Design tanh_inverse_sar, sky130hd; sources not shown.
Figure 1. PDN straps and rails (run 1).
Pins as bars on the die edge. Tap cells in grey.
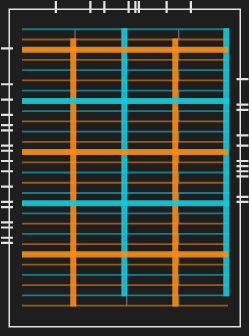
legend:
  orange:
    net: VSS
  cyan:
    net: VDD
met1 rails: 28
rows: 27
height of the die: 84 µm
largest vdd supply drop: 0.482 mV

Figure 2. Cells coloured by class (run 1).
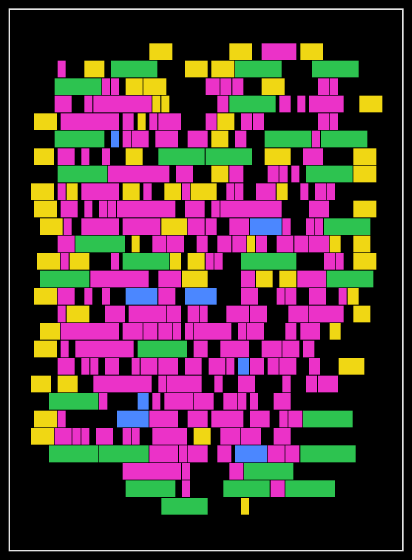
legend:
  green:
    class: flip-flops
    cells: 29
  magenta:
    class: all other logic
    cells: 184
  yellow:
    class: other buffers and delay cells
    cells: 58
  blue:
    class: clock drivers and dummy loads
    cells: 8
Layout Utilization: 64.7%
core area: 4020 µm²

Figure 3. Routed clock nets over the placement (run 1).
Bar = 20 µm.
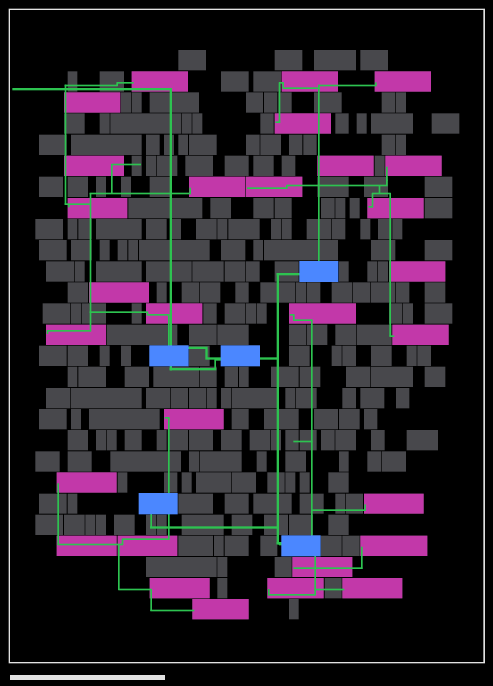
legend:
  blue:
    item: cells driving clock nets
    count: 5
  magenta:
    item: flip-flops
    count: 29
  green:
    item: clock wires
    length: 452 µm
routed clock nets: 6
fraction of power consumed by the clock network: 23.6%
clock group power: 0.000449 W

Figure 4. Metal layers overlaid (run 1).
Bar = 20 µm.
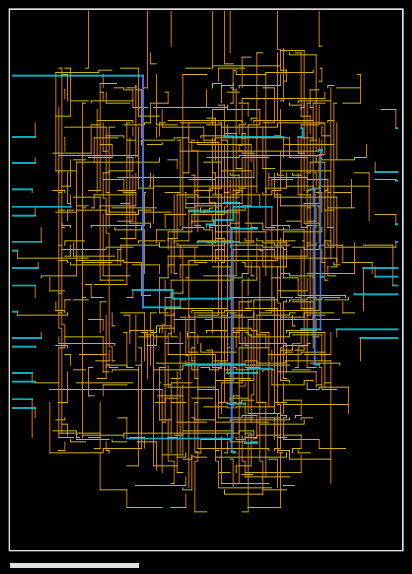
legend:
  yellow:
    layer: met1
    wire_length: 2000 µm
  orange:
    layer: met2
    wire_length: 2480 µm
  cyan:
    layer: met3
    wire_length: 221 µm
  blue:
    layer: met4
    wire_length: 126 µm
overall track demand over capacity in global routing: 19.0%
Total Routed Length: 4830 µm
DR WL/cell: 15.0 µm

==> results.yml, run 1 <==
# implementation run metrics
clock_tree:
  clock_sinks: 29
  postCtsResizedCells: 61
  cts-htree-levels: 2
  tritoncts.num_buffers: 5
setup_path:
  critPathRequiredTime_ns: 2.23
  worst-endpoint-arrival_ns: 2.24
  worstPathCellList: "dlygate4sd2_1 > ha_4 > nand4_1 > a221oi_4 > buf_4 > o31a_1 > buf_6 > mux2i_1 > a41o_1"
  path_class: "in -> reg"
  ff2ff_setup_slack_ns: 0.01
cells_and_area:
  largest_cell_class: "logic gates"
  sh_seq_area_pct: 23.2
  layout.non_clock_buffers: 58
  most-common-layout-cells: "28 x sky130_fd_sc_hd__nand2_1, 20 x sky130_fd_sc_hd__nor2_1, 20 x sky130_fd_sc_hd__clkdlybuf4s50_1"
  design.seq.count: 29
  area_share_nonclk_buffers_pct: 18.4
  regArea_um2: 603
sta:
  setup_violators_final: 2
  layout_setup_ws_ns: -0.0124
  setup_repair_after_global_routing_missed_its_margin: "true"
power_and_ir_drop:
  seqPwrFrac_pct: 35.3
  netSwitchingPower_w: 0.000706
synthesis:
  synth-area-yosys_um2: 1820
  topCellsByArea: "sky130_fd_sc_hd__dfxtp_1 32%, sky130_fd_sc_hd__ha_1 9.6%, sky130_fd_sc_hd__nand2_1 5.8%"
  yosys_cells: 226
  synth_top_cell_by_count: "sky130_fd_sc_hd__dfxtp_1"
  ys_types: 46
  synth.ff_latch_count: 29
  post_synth_inst_count: 226
  yosys.area_share.aoi_pct: 26.2
floorplanning:
  standard_cell_row_count: 27
  ios: 36
placed_design:
  placement.setup.worst_slack_ns: -0.602
  dp_hpwl_um: 3220
route:
  detail_route.first_pass.iterations: 4
status:
  violations: "negative setup slack"
  run_status: "complete, but fails checks"
==> run 1: metrics by stage <==
step | hold slack [ns] | TNS, ns | cell area [µm²] | instances
after CTS | 0.417 | 0 | 2440 | 317
after global placement | 0.401 | -10.73 | 2230 | 304
after detailed placement | 0.409 | -10.49 | 2230 | 304
final | 0.410 | -0.0156 | 2600 | 322
after floorplan | 0.393 | 0 | 1820 | 226
after global routing | 0.431 | -0.383 | 2600 | 322
==> run 1: routing by layer <==
metal / routed length (µm) / vias up / part of all wire (%)
met5: 0 / - / 0
met4: 125 / 0 / 2.6
met3: 220 / 11 / 4.6
met2: 2480 / 61 / 51
met1: 2000 / 824 / 41
li1: - / 905 / -
==> run 2, diff against run 1 <==
--- a/config.mk
+++ b/config.mk
@@ -10,7 +10,7 @@
 export DETAILED_ROUTE_END_ITERATION = 12
 export DIE_AREA = 0 0 61 84
 export GPL_TIMING_DRIVEN = 0
-export PLACE_DENSITY_LB_ADDON = 0.15
+export PLACE_DENSITY = 0.73
 export SLEW_MARGIN = 20
 export SYNTH_ARGS = -nofsm -noshare
 export SYNTH_HDL_FRONTEND = slang
Figure 5. PDN straps and rails (run 2).
Pins as bars on the die edge. Tap cells in grey.
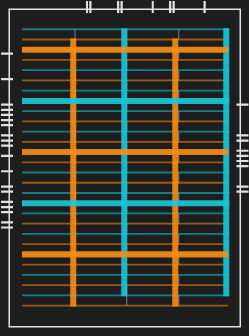
legend:
  cyan:
    net: VDD
  orange:
    net: VSS
met4 straps: 4
met1 rails: 28
rows: 27
largest vdd supply drop: 0.407 mV
die span in x: 61 µm

Figure 6. Metal layers overlaid (run 2).
Bar = 20 µm.
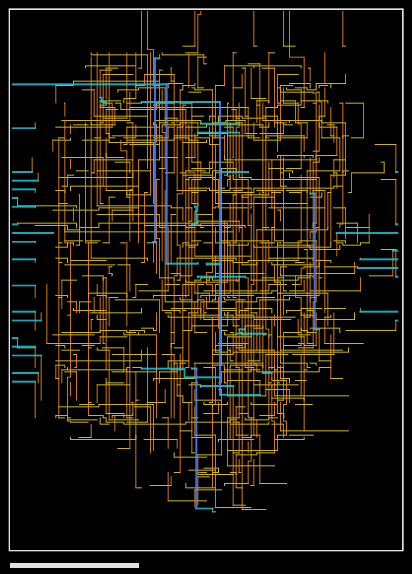
legend:
  cyan:
    layer: met3
    wire_length: 197 µm
  orange:
    layer: met2
    wire_length: 2540 µm
  yellow:
    layer: met1
    wire_length: 2040 µm
  blue:
    layer: met4
    wire_length: 145 µm
Total Routed Length: 4920 µm
via count: 1805
overall track demand over capacity in global routing: 20.3%

==> results.yml, run 2 <==
# implementation run metrics
global_route:
  antenna_found_initial: 0
synthesis:
  yosys_cells: 226
  post_synth.cell_area_avg_um2: 8.06
  post_synth_inst_count: 226
  yosys.area_share.aoi_pct: 26.2
  synth_top_cell_by_count: "sky130_fd_sc_hd__dfxtp_1"
  ys_types: 46
  synth-area-yosys_um2: 1820
  synth.ff_latch_count: 29
  topCellsByArea: "sky130_fd_sc_hd__dfxtp_1 32%, sky130_fd_sc_hd__ha_1 9.6%, sky130_fd_sc_hd__nand2_1 5.8%"
  dominantRegCellSynth: "sky130_fd_sc_hd__dfxtp_1"
  simple_gate_share_pct: 22.1
sta:
  setup_repair_after_global_routing_missed_its_margin: "true"
  final.hold.worst_slack_ns: 0.416
  setup_violators_final: 0
  hold_violations: 0
  period_used_pct: 97.9
  max-slew-margin-rel_pct: 65.7
  layout_setup_ws_ns: 0.0437
  worst_pin_slew_ns: 0.515
  tns_ns: 0
cells_and_area:
  regArea_um2: 603
  area.share.combinational_pct: 50.6
  largest_cell_class: "logic gates"
  layout.non_clock_buffers: 58
  num-fill-cells: 320
  area_share_nonclk_buffers_pct: 18.4
  drive_gt1_share_pct: 30.1
  most-common-layout-cells: "28 x sky130_fd_sc_hd__nand2_1, 20 x sky130_fd_sc_hd__nor2_1, 20 x sky130_fd_sc_hd__clkdlybuf4s50_1"
  design.seq.count: 29
  mostFrequentLayoutCell: "sky130_fd_sc_hd__nand2_1"
  layout.area.comb_um2: 1360
  n_antenna_cell: 0
  final-instance-count-excl-fill: 322
route:
  wl_per_cell_um: 15.3
  initial_drc_count: 72
  detail_route.first_pass.iterations: 4
  drc: 0
placed_design:
  placed_cell_area_um2: 2230
  placement.setup.worst_slack_ns: -0.619
  placement.io_buffers: 35
  post-place-cells: 304
  dp_hpwl_um: 3260
power_and_ir_drop:
  total_leakage_power_nw: 0.981
floorplanning:
  die_area_um2: 5120
  core_um2: 4020
  ios: 36
  standard_cell_row_count: 27
setup_path:
  worstPathCellList: "dlygate4sd2_1 > ha_4 > o21ai_4 > a221oi_4 > buf_12 > o41ai_2 > nand4_1 > buf_4 > a41o_1"
  critPathRequiredTime_ns: 2.24
  ff2ff_setup_slack_ns: 0.05
  critical-path-top-delay-family: "AND-OR/OR-AND gates"
  path_class: "in -> reg"
  worst-endpoint-arrival_ns: 2.19
status:
  run_status: "finished, final reports clean"
hold_path:
  hold_path_depth: 2
clock_tree:
  cts-htree-levels: 2
  cts.clk_slew.worst_paths_ns: 0.06
  clock_sinks: 29
  clock_tree.buffer_depth: 2
  cts_tree: "done"
  clock_tree.root_cell: "sky130_fd_sc_hd__clkbuf_8"
  tritoncts.num_buffers: 5
  worst_skew_pair.late_latency_ns: 0.29
job:
  tool_warnings: 31
  maxCapViolations: 0
Figure 7. Cells coloured by class (run 2).
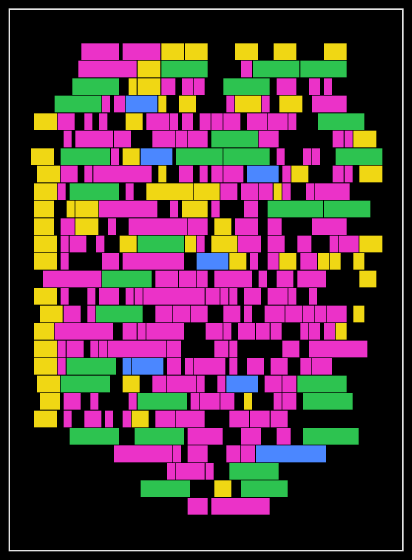
legend:
  yellow:
    class: other buffers and delay cells
    cells: 58
  green:
    class: flip-flops
    cells: 29
  blue:
    class: clock drivers and dummy loads
    cells: 8
  magenta:
    class: all other logic
    cells: 184
Final Cell Area: 2680 µm²
flop share of the area: 22.5%
Layout Utilization: 66.7%

## run 2: cell counts after synthesis
Identical to the previous run, type by type.
## run 2: report_power, final
group	switching, W	total (W)	internal [W]
clock	0.000216	0.000603	0.000386
combinational	0.000451	0.000813	0.000362
sequential	0.0000538	0.000672	0.000618
## run 2: what timing repair did
item	CTS	global route
hold endpoints to repair	0	0
pin swaps	17	12
endpoints found under the setup margin	24	21
hold buffers	0	0
buffers inserted	8	4
cloned	1	0
gates resized	74	38
## run 2: per-layer routing
| layer | track usage [%] | share of wire [%] |
|---|---|---|
| met1 | 21.9 | 41 |
| met2 | 35.2 | 52 |
| met3 | 4.64 | 4.0 |
| met4 | 9.66 | 2.9 |
| met5 | 0 | 0 |
Power and IR drop assume default switching activity.
